Run 1, register map, names as in the netlist:
Scale: 6 px per µm.
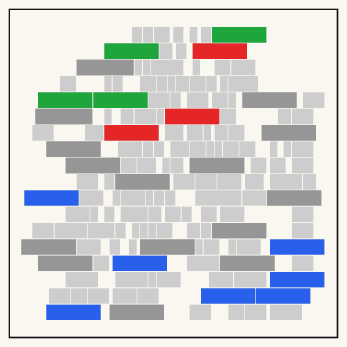
Run 1, clock nets:
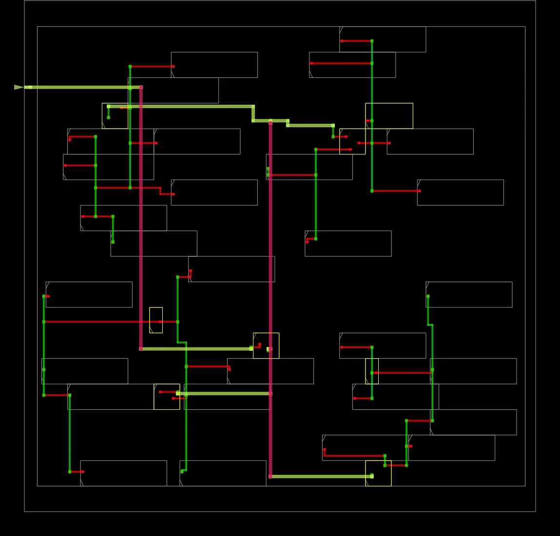
Run 1, placement density heat map:
Scale: 4 px per µm. The die is cut into 11 by 11 equal tiles; dark purple is low, yellow is high, 0 to 100% covered.
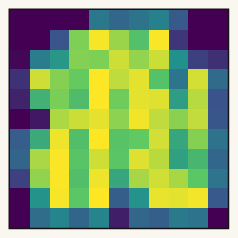
==> config.mk <==
export PLATFORM = sky130hd
export DESIGN_NAME = ham_rx_deser
export DESIGN_NICKNAME = d
export VERILOG_FILES = /design/src/rtl/ham_pkg.sv /design/src/rtl/sync_ff.sv /design/src/rtl/ham_rx_deser.sv
export SDC_FILE = /design/constraint.sdc
export NUM_CORES = 1
export LEC_CHECK = 0
export ABC_CLOCK_PERIOD_IN_PS = 1640
export CORE_UTILIZATION = 49
export CTS_CLUSTER_SIZE = 16
export DETAILED_ROUTE_END_ITERATION = 6
export HOLD_SLACK_MARGIN = 0.02
export PLACE_DENSITY = 0.79
export SYNTH_ARGS = -nofsm -noshare
export SYNTH_HDL_FRONTEND = slang
export SYNTH_SLANG_ARGS = --single-unit
export TNS_END_PERCENT = 10
==> constraint.sdc <==
create_clock -name clk -period 1.64 [get_ports clk]
set_input_delay 0.328 -clock clk [delete_from_list [all_inputs] [get_ports clk]]
set_output_delay 0.328 -clock clk [all_outputs]
set_load 0.005 [all_outputs]
==> design notes <==
After synthesis, the cell types taking the most area are dfrtp_1 (50%), mux2_2 (7.5%), mux2_1 (6.7%), dfstp_2 (3.9%), nand2_1 (3.1%). With the final critical-path required period at 1.689 ns, the register-to-register setup slack is -0.05 ns. During placement, the flow inserted port buffers numbering 14.

In the final layout, the multi-input gates occupy 639.4 µm². The logs give 22.6% for the clock share of power and 176 for the number of cells after detailed placement. The via density per instance is 5.508, and the critical-path maximum fanout is 3. The synthesized design contains 0 enable-type register cells. STA classifies the critical path endpoint as a flip-flop.

The first global-routing pass estimated 4098 µm of wire. For the final routed database, the setup TNS stands at -0.3601 ns. The count of non-CTS inverters in the layout is 2. Measured along the y axis, the die boundary spans 54.47 µm. The floorplan report lists the tap cell count as 30. Summed over all nets, wire length on met3 after detailed routing comes to 116 µm.

The overall power consumption is 1.955 mW, and the layout buffering overhead excluding clock cells is 15.94%. Entering global routing, the biggest net connects 30 pins. The first detailed-routing pass took 4 iterations. Note, the detailed placer reported a final HPWL of 1813 µm. The clock passes through at most 2 buffers.

The final clock period utilization by the worst path is 103.0%. According to the floorplan report, the total die area is 0.002966 mm². The flow ran to the end, but the final reports show violations. After clock tree synthesis, the repair step resized 6 gates. Walking the worst path, the cells encountered are ha_2 -> and3b_1 -> o32ai_1 -> a21o_2 -> mux2_2.

The post-route netlist has 33.55% of its cells at a drive strength greater than 1. The number of multi-input combinational cells in the layout is 84. The tools report the max-cap check violation count as 0. Yosys reports that the most numerous cell types are dfrtp_1 (27), nand2_1 (11), nor2_1 (11). From synthesis to final layout, the design area changed by 29.78%.

The number of antenna diodes in the final layout is 0. The logs give a warning total of 30. The root buffer cell chosen for the clock tree is clkbuf_4. Among cell families on the critical path, the largest total delay comes from AND-OR/OR-AND gates. Cell with the largest stage delay on the worst path: dfrtp_1.

Signal nets in the final route climb as high as met4. On met3, the global router reports a usage of 7.500%. The run gives 0.40 ns for the longest individual stage delay on the worst path.

The number of register bits inferred by synthesis works out to 29. The tools report the length of routed met2 wiring as 1280 µm. The total power density per cell area came out at 1117 mW/mm².

Per the final report, max-transition violations number 0. Post-synth the commonest register cell is dfrtp_1. During synthesis, Yosys emitted a total of 0 warnings. The post-layout instance count excluding filler cells was 185; the clock-cell share of area was 3.360%. The run gives 13.92 µm for the routed length per placed instance. In the final report, the number of endpoints failing setup comes to 10.

Class of the most critical setup path: reg2reg. The logs give 0 for the number of antenna violations at the first check in global routing and 0.638 mW for the combinational cell power. Checking max transition, the worst relative margin is 75.58%.

On the final layout, the worst clock skew is 0.01036 ns. Of the total power, registers draw 44.8%. Looking at the worst setup and hold paths, the clock pins of their registers show a slew of 0.09 ns.

The run gives 1099 µm as the length of routed wiring on met1. For the internal power, the log shows 1.309 mW. Walking the critical path from launch to capture passes 5 cell instances. The global router reports that the layer with the highest usage is met2. After synthesis, the share of flip-flops with an asynchronous set or reset is 100.0%.

The post-synthesis sequential area ratio was 53.99%; the number of hold buffers added after cts was 0. The switching portion of total power came out at 33.01%. Per the synthesis report, the single largest cell type by area occupies 50.09% of cell area. Setup repair after global routing could not meet its margin everywhere.

The final reports fail on negative setup slack. The run gives 34.15% for the global-route track usage on met2. In the power breakdown, the biggest contributor is sequential cells. The violation tally from detailed-route iteration zero came out at 17. On the final layout, the worst hold slack is 0.3596 ns. Yosys stat counts 120 cells in the synthesized netlist.

The global route stage reports its total congestion overflow as 0. Fill cells in the final layout number 195. The final net count was 162; the number of placement rows was 18. The tightest min-delay check is of the in2async type.

The run gives 32.6% for the combinational share of power. The logs give 30 for the distinct cell type count after synthesis and 0.001630 mm² for the total cell area at the placement stage. The buffers inserted during post-CTS setup optimization was 1; the number of H-tree levels was 2. The setup slack of the critical path after layout was -0.04941 ns. The proportion of cell area occupied by registers was 41.60%.

The most frequently used cell type in the post-synthesis netlist was dfrtp_1. Per the power-grid run, VDD falls by no more than 0.7417 mV. The synthesized instance count is 120. The number of nets in the synthesized netlist is 128. The logs give 0.441 mW for the clock group total power and 1.85 ns for the worst endpoint required time. STA on the placed design reports a worst setup slack of -0.1012 ns. Measured along the x axis, the die boundary spans 54.47 µm. The detailed-route wire length came out at 2576 µm.

Multi-input gates account for 36.53% of the area. CTS added clock buffers totalling 5. The average size of a mapped cell works out to 11.24 µm². For the switching component of the power, the log shows 0.6452 mW.

The number of cells on the worst reg-to-reg path is 5. TritonCTS built the clock tree. The logs give 968 for the via count of the first global-routing pass and 0.875 mW for the total sequential power.

The transition time recorded at the tightest slew-check pin is 0.3663 ns. The global routing report lists met1 layer usage as 22.30%. In the synthesis report, Yosys lists the chip area as 0.001349 mm². Summing every instance area after synthesis gives 0.001349 mm². The total of plain and repair buffers excluding clock buffers came out at 32. Along the critical path, the tally of buffer and inverter instances is 0. The run gives 0.8441 for the routability congestion estimate from global placement. The tools report the maximum achievable frequency as 591.9 MHz. The run gives 1019 as the via total after detailed routing.

The run gives 0 as the total DRC errors in the routed layout. For this run, the total global-route usage over all layers was measured as 20.84%. The final timing report lists a hold violation count of 0. The tools report the CTS sink count as 29. According to the timing report, the arrival time at the worst endpoint equals 1.90 ns. The remaining number of nets flagged by the antenna check after routing was 0.

The largest area contributor in the netlist is dfrtp_1. Per the OpenROAD power report, leakage power amounts to 0.8128 nW. The finished cells cover 0.001750 mm². The dominant kind of cell is flip-flops and latches. The worst setup path is launched from a flip-flop.

For the number of top-level pins, the log shows 15.
Notes on 'register map, names as in the netlist' above:
| colour | netlist name | placed flops |
|---|---|---|
| blue | `code` | 7 |
| green | `cnt_q` | 4 |
| red | `state_q` | 3 |
not coloured: 15
Register Area: 728.2 µm²
fin util: 68.78%

Notes on 'clock nets' above:
number of clock buffer instances in the layout: 8
num sequential: 29
Clk Latency, worst-skew pair: 0.33 ns

Notes on 'placement density heat map' above:
nearly empty tiles: 12%
mean over tiles: 58%
tiles over 75% full: 42%
core area: 0.002545 mm²
Core Density at Floorplan: 53.00%

-- run 1: cells in the final DEF, fill, tap and decap left out, types with 3 or more instances in the layout --
cell             instances
nor2_1                  11
o21ai_0                  7
mux2_4                   7
a21oi_1                  3
buf_4                   17
mux2_2                   9
dfrtp_1                 27
nand2_1                 11
clkdlybuf4s50_1         14
clkbuf_4                 5
nand2b_1                 4
nor3_1                   3
nand3_1                  5
-- run 1: kinds of logic (layout without fill, tap and decap cells) --
logic type / count (synthesis) / in the layout / share of synthesized area [%]
compound gates: 19 / 19 / 9.185
fa+ha+maj: 3 / 3 / 2.783
buf+inv: 7 / 42 / 2.504
flops: 29 / 29 / 53.99
mux: 17 / 17 / 14.19
simple gates: 45 / 45 / 17.35
Power and IR drop assume default switching activity.
